**Metal 1**

(4 px per um) Cells faint in the background.
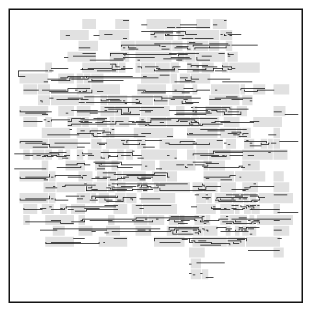
**Signal wires on met2**

(6 px per um)
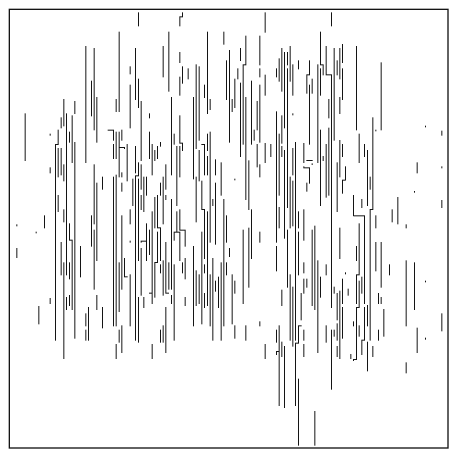
### src/rtl/rams64_pkg.sv
// rams64_pkg: shared types, widths and bit-placement helper for the 64x1 RAM readback sequencer.
package rams64_pkg;
    localparam int RAM_DEPTH = 64;
    localparam int ADR_W = 6;
    localparam int BYTE_W = 8;

    typedef enum logic [2:0] {IDLE, FETCH, PRESENT, CSUM, FIN} state_e;

    function automatic logic [2:0] bit_pos(input logic lsb_first, input logic [2:0] cnt);
        return lsb_first ? cnt : 3'd7 - cnt;
    endfunction
endpackage

### src/rtl/rams64_readback_bit_packer.sv
// rams64_bit_packer: assembles eight serial RAM bits into a byte; load_o flags the eighth bit,
// with byte_o already holding that bit so the caller can capture the byte on the same edge.
module rams64_bit_packer
    import rams64_pkg::*;
#(
    parameter int LSB_FIRST = 1
) (
    input  logic              clk,
    input  logic              rst,
    input  logic              clr_i,
    input  logic              shift_i,
    input  logic              bit_i,
    output logic [BYTE_W-1:0] byte_o,
    output logic              load_o
);
    logic [BYTE_W-1:0] sh_q, sh_d;
    logic [2:0]        cnt_q;

    always_comb begin
        sh_d = sh_q;
        sh_d[bit_pos(LSB_FIRST != 0, cnt_q)] = bit_i;
    end

    assign byte_o = sh_d;
    assign load_o = shift_i && cnt_q == 3'd7;

    always_ff @(posedge clk) begin
        if (rst || clr_i) begin
            sh_q  <= '0;
            cnt_q <= '0;
        end else if (shift_i) begin
            sh_q  <= sh_d;
            cnt_q <= cnt_q + 3'd1;
        end
    end
endmodule

### src/rtl/rams64_readback.sv
// rams64_readback: sweeps a 64x1 distributed RAM and streams its contents as bytes.
// Optional macro READBACK_CSUM_EN appends an XOR checksum byte to each sweep.
module rams64_readback
    import rams64_pkg::*;
#(
    parameter int START_ADR = 0,
    parameter int NUM_BITS  = 64,
    parameter int LSB_FIRST = 1
) (
    input  logic              CLK,
    input  logic              RST,
    input  logic              START,
    output logic [ADR_W-1:0]  RAM_ADR,
    input  logic              RAM_O,
    output logic              WE_ALLOW,
    output logic [BYTE_W-1:0] DOUT,
    output logic              DOUT_VALID,
    input  logic              DOUT_READY,
    output logic              DOUT_LAST,
    output logic              BUSY,
    output logic              DONE
);
    localparam logic [ADR_W-1:0] ADR0 = START_ADR[ADR_W-1:0];
    localparam logic [2:0] LAST_BYTE = 3'(NUM_BITS / 8 - 1);

    state_e            state_q, state_d;
    logic [ADR_W-1:0]  adr_q, adr_d;
    logic [BYTE_W-1:0] dout_q, dout_d;
    logic              valid_q, valid_d, last_q, last_d, busy_q, busy_d, done_q, done_d;
    logic [2:0]        byte_q, byte_d;
    logic [BYTE_W-1:0] pk_byte;
    logic              pk_load;
`ifdef READBACK_CSUM_EN
    logic [BYTE_W-1:0] csum_q, csum_d;
`endif

    rams64_bit_packer #(.LSB_FIRST(LSB_FIRST)) u_packer (
        .clk     (CLK),
        .rst     (RST),
        .clr_i   (state_q == IDLE && START),
        .shift_i (state_q == FETCH),
        .bit_i   (RAM_O),
        .byte_o  (pk_byte),
        .load_o  (pk_load)
    );

    always_comb begin
        state_d = state_q;
        adr_d   = adr_q;
        dout_d  = dout_q;
        valid_d = valid_q;
        last_d  = last_q;
        busy_d  = busy_q;
        done_d  = 1'b0;
        byte_d  = byte_q;
`ifdef READBACK_CSUM_EN
        csum_d  = csum_q;
`endif
        case (state_q)
            IDLE: if (START) begin
                state_d = FETCH;
                adr_d   = ADR0;
                byte_d  = '0;
                busy_d  = 1'b1;
`ifdef READBACK_CSUM_EN
                csum_d  = '0;
`endif
            end
            FETCH: begin
                adr_d = adr_q + 6'd1;
                if (pk_load) begin
                    state_d = PRESENT;
                    dout_d  = pk_byte;
                    valid_d = 1'b1;
`ifdef READBACK_CSUM_EN
                    last_d  = 1'b0;
                    csum_d  = csum_q ^ pk_byte;
`else
                    last_d  = byte_q == LAST_BYTE;
`endif
                end
            end
            PRESENT: if (valid_q && DOUT_READY) begin
                valid_d = 1'b0;
                last_d  = 1'b0;
                if (byte_q == LAST_BYTE) begin
`ifdef READBACK_CSUM_EN
                    // checksum byte goes out on the same edge that retires the last data byte
                    state_d = CSUM;
                    dout_d  = csum_q;
                    valid_d = 1'b1;
                    last_d  = 1'b1;
`else
                    state_d = FIN;
`endif
                end else begin
                    byte_d  = byte_q + 3'd1;
                    state_d = FETCH;
                end
            end
`ifdef READBACK_CSUM_EN
            CSUM: if (valid_q && DOUT_READY) begin
                valid_d = 1'b0;
                last_d  = 1'b0;
                state_d = FIN;
            end
`endif
            FIN: begin
                done_d  = 1'b1;
                busy_d  = 1'b0;
                adr_d   = ADR0;
                state_d = IDLE;
            end
            default: state_d = IDLE;
        endcase
    end

    always_ff @(posedge CLK) begin
        if (RST) begin
            state_q <= IDLE;
            adr_q   <= ADR0;
            dout_q  <= '0;
            valid_q <= 1'b0;
            last_q  <= 1'b0;
            busy_q  <= 1'b0;
            done_q  <= 1'b0;
            byte_q  <= '0;
`ifdef READBACK_CSUM_EN
            csum_q  <= '0;
`endif
        end else begin
            state_q <= state_d;
            adr_q   <= adr_d;
            dout_q  <= dout_d;
            valid_q <= valid_d;
            last_q  <= last_d;
            busy_q  <= busy_d;
            done_q  <= done_d;
            byte_q  <= byte_d;
`ifdef READBACK_CSUM_EN
            csum_q  <= csum_d;
`endif
        end
    end

    assign RAM_ADR    = adr_q;
    assign DOUT       = dout_q;
    assign DOUT_VALID = valid_q;
    assign DOUT_LAST  = last_q;
    assign BUSY       = busy_q;
    assign DONE       = done_q;
    assign WE_ALLOW   = ~busy_q;
endmodule

### config.mk
export PLATFORM = sky130hd
export DESIGN_NAME = rams64_readback
export DESIGN_NICKNAME = d
export VERILOG_FILES = /design/src/rtl/rams64_pkg.sv /design/src/rtl/rams64_readback_bit_packer.sv /design/src/rtl/rams64_readback.sv
export SDC_FILE = /design/constraint.sdc
export NUM_CORES = 1
export LEC_CHECK = 0
export CORE_MARGIN = 2
export CORE_UTILIZATION = 37
export DETAILED_ROUTE_END_ITERATION = 16
export GPL_TIMING_DRIVEN = 0
export PLACE_DENSITY_LB_ADDON = 0.3
export SYNTH_ARGS = -nofsm -noshare
export SYNTH_HDL_FRONTEND = slang
export SYNTH_SLANG_ARGS = --single-unit
### constraint.sdc
create_clock -name CLK -period 1.3 [get_ports CLK]
set_input_delay 0.39 -clock CLK [delete_from_list [all_inputs] [get_ports CLK]]
set_output_delay 0.39 -clock CLK [all_outputs]
set_load 0.01 [all_outputs]
==> Changelog: implementation <==
### Changed

* Failing checks: negative setup slack
* Mapped Area at 0.00176 sq mm
* Setup WS pre-CTS at -655 ps
* Total CTS buffers at 5
* Synth Flop Type: dfxtp_1
* RSZ-0062 raised after global routing: yes
* Pleak at 1.01 nW
* Run status: finished with violations
* Post-synth EDFFs at 0
* Crit-path cells: clkdlybuf4s15_1 > or4b_4 > buf_12 > buf_8 > nand3_1 > mux2i_1
* Clock sinks at 35
* VDD IR max at 601 uV
* Setup violators final at 26
* Synth Seq Share at 0.399
* Slew margin rel. at 0.676
* Largest net degree at the start of global routing at 11
* Final RePlAce weighted congestion at 0.829
* Crit path DAT at 1680 ps
* Worst min path class: flop to flop
* Final WS setup at -196 ps
* Row cnt at 25
* Slew Limit Fails at 0
* Port bufs at 22
* Synth Net Count at 203
-- 'metal 1' (at the start) --
main direction	horizontal
share of all routed wire	46%
longest straight run	26.7 um
nets with wire on the layer	217

-- 'signal wires on met2' (at the start) --
longest straight run	38.8 um
nets with wire on the layer	208
share of all routed wire	49%
wire length on this layer	2,040 um

cells in the final DEF (no fill, tap or decap), drive strengths merged, types with 2 or more instances in the layout:
master and count:
o211ai 7, nand2 11, nand3b 5, nor2 8, clkdlybuf4s15 12, nor3b 4
a21oi 14, mux2i 24, nor3 2, nor4 3, nor2b 4, o21ai 12
inv 7, ha 5, a211oi 3, nand4 2, dlygate4sd2 2, or2 2
clkbuf 17, nand3 17, nor4b 2, buf 27, dfxtp 35
per-stage QoR:
stage	hold slack [ps]	util	instances	setup TNS, ps	instance area, sq um
floorplan	450	-	193	-37.6	1850
global placement	460	0.458	269	-15430	2130
detailed placement	470	0.458	269	-15650	2130
CTS	477	0.529	288	-1620	2460
global route	501	0.551	292	-3110	2570
finish	474	0.551	292	-1950	2570
routing by layer:
layer / wire length (um) / up-vias
met5: 0 / -
met4: 52 / 0
met3: 176 / 7
met2: 2040 / 30
met1: 1940 / 762
li1: - / 788
worst max-delay path: cells and delay by family:
family	cells	cell delay (ps)
buf+inv	3	580
mux	1	70
simple gates	2	630
flip-flops by register name, indices dropped and copies added, names as in the netlist:
name and cells:
state_q 3, DOUT_VALID 1, DONE 1, DOUT_LAST 1, u_packer.cnt_q 3, BUSY 1, RAM_ADR 6, byte_q 3
DOUT 8, u_packer.sh_q 8
area by class of cell:
class                           count  area, sq um  share of cell area
Sequential cell                    35          738               0.287
Inverter                            7         26.3              0.0102
Tap cell                           54         67.6              0.0263
Buffer                             13         96.3              0.0375
Clock inverter                      1         5.00             0.00195
Timing Repair Buffer               39          393               0.153
Multi-Input combinational cell    136         1170               0.454
Clock buffer                        7         76.3              0.0297
power breakdown:
part	total, W	switching (W)	internal (W)
Clock	0.000780	0.000404	0.000376
Sequential	0.00109	0.0000171	0.00108
Combinational	0.000299	0.000152	0.000147
Total	0.00217	0.000573	0.00160
cell families after synthesis:
group / share of synthesized area
AOI/OAI and AO/OA: 0.128
xor gates and xnor gates: 0.00499
adders and majority gates: 0.0356
buffers and inverters: 0.0535
DFF: 0.399
muxes: 0.137
and+or+nand+nor: 0.242
worst max path at each step:
stage | start | end | slack, ps | depth (start not counted)
detailed placement | START | u_packer.sh_q[3] | -650 | 5
CTS | state_q[2] | u_packer.sh_q[3] | -180 | 5
finish | START | u_packer.sh_q[1] | -200 | 6
floorplan | state_q[1] | RAM_ADR[2] | -30 | 4
global route | state_q[2] | u_packer.sh_q[2] | -200 | 5
global placement | START | u_packer.sh_q[2] | -650 | 5
repair_timing:
item | 4_1_cts | 5_1_grt
buffers inserted | 11 | 4
gates resized | 76 | 52
setup endpoints to repair | 50 | 46
cloned | 2 | 0
pin swaps | 10 | 8
Power figures rest on the tool's default switching activity, not on a simulated workload.
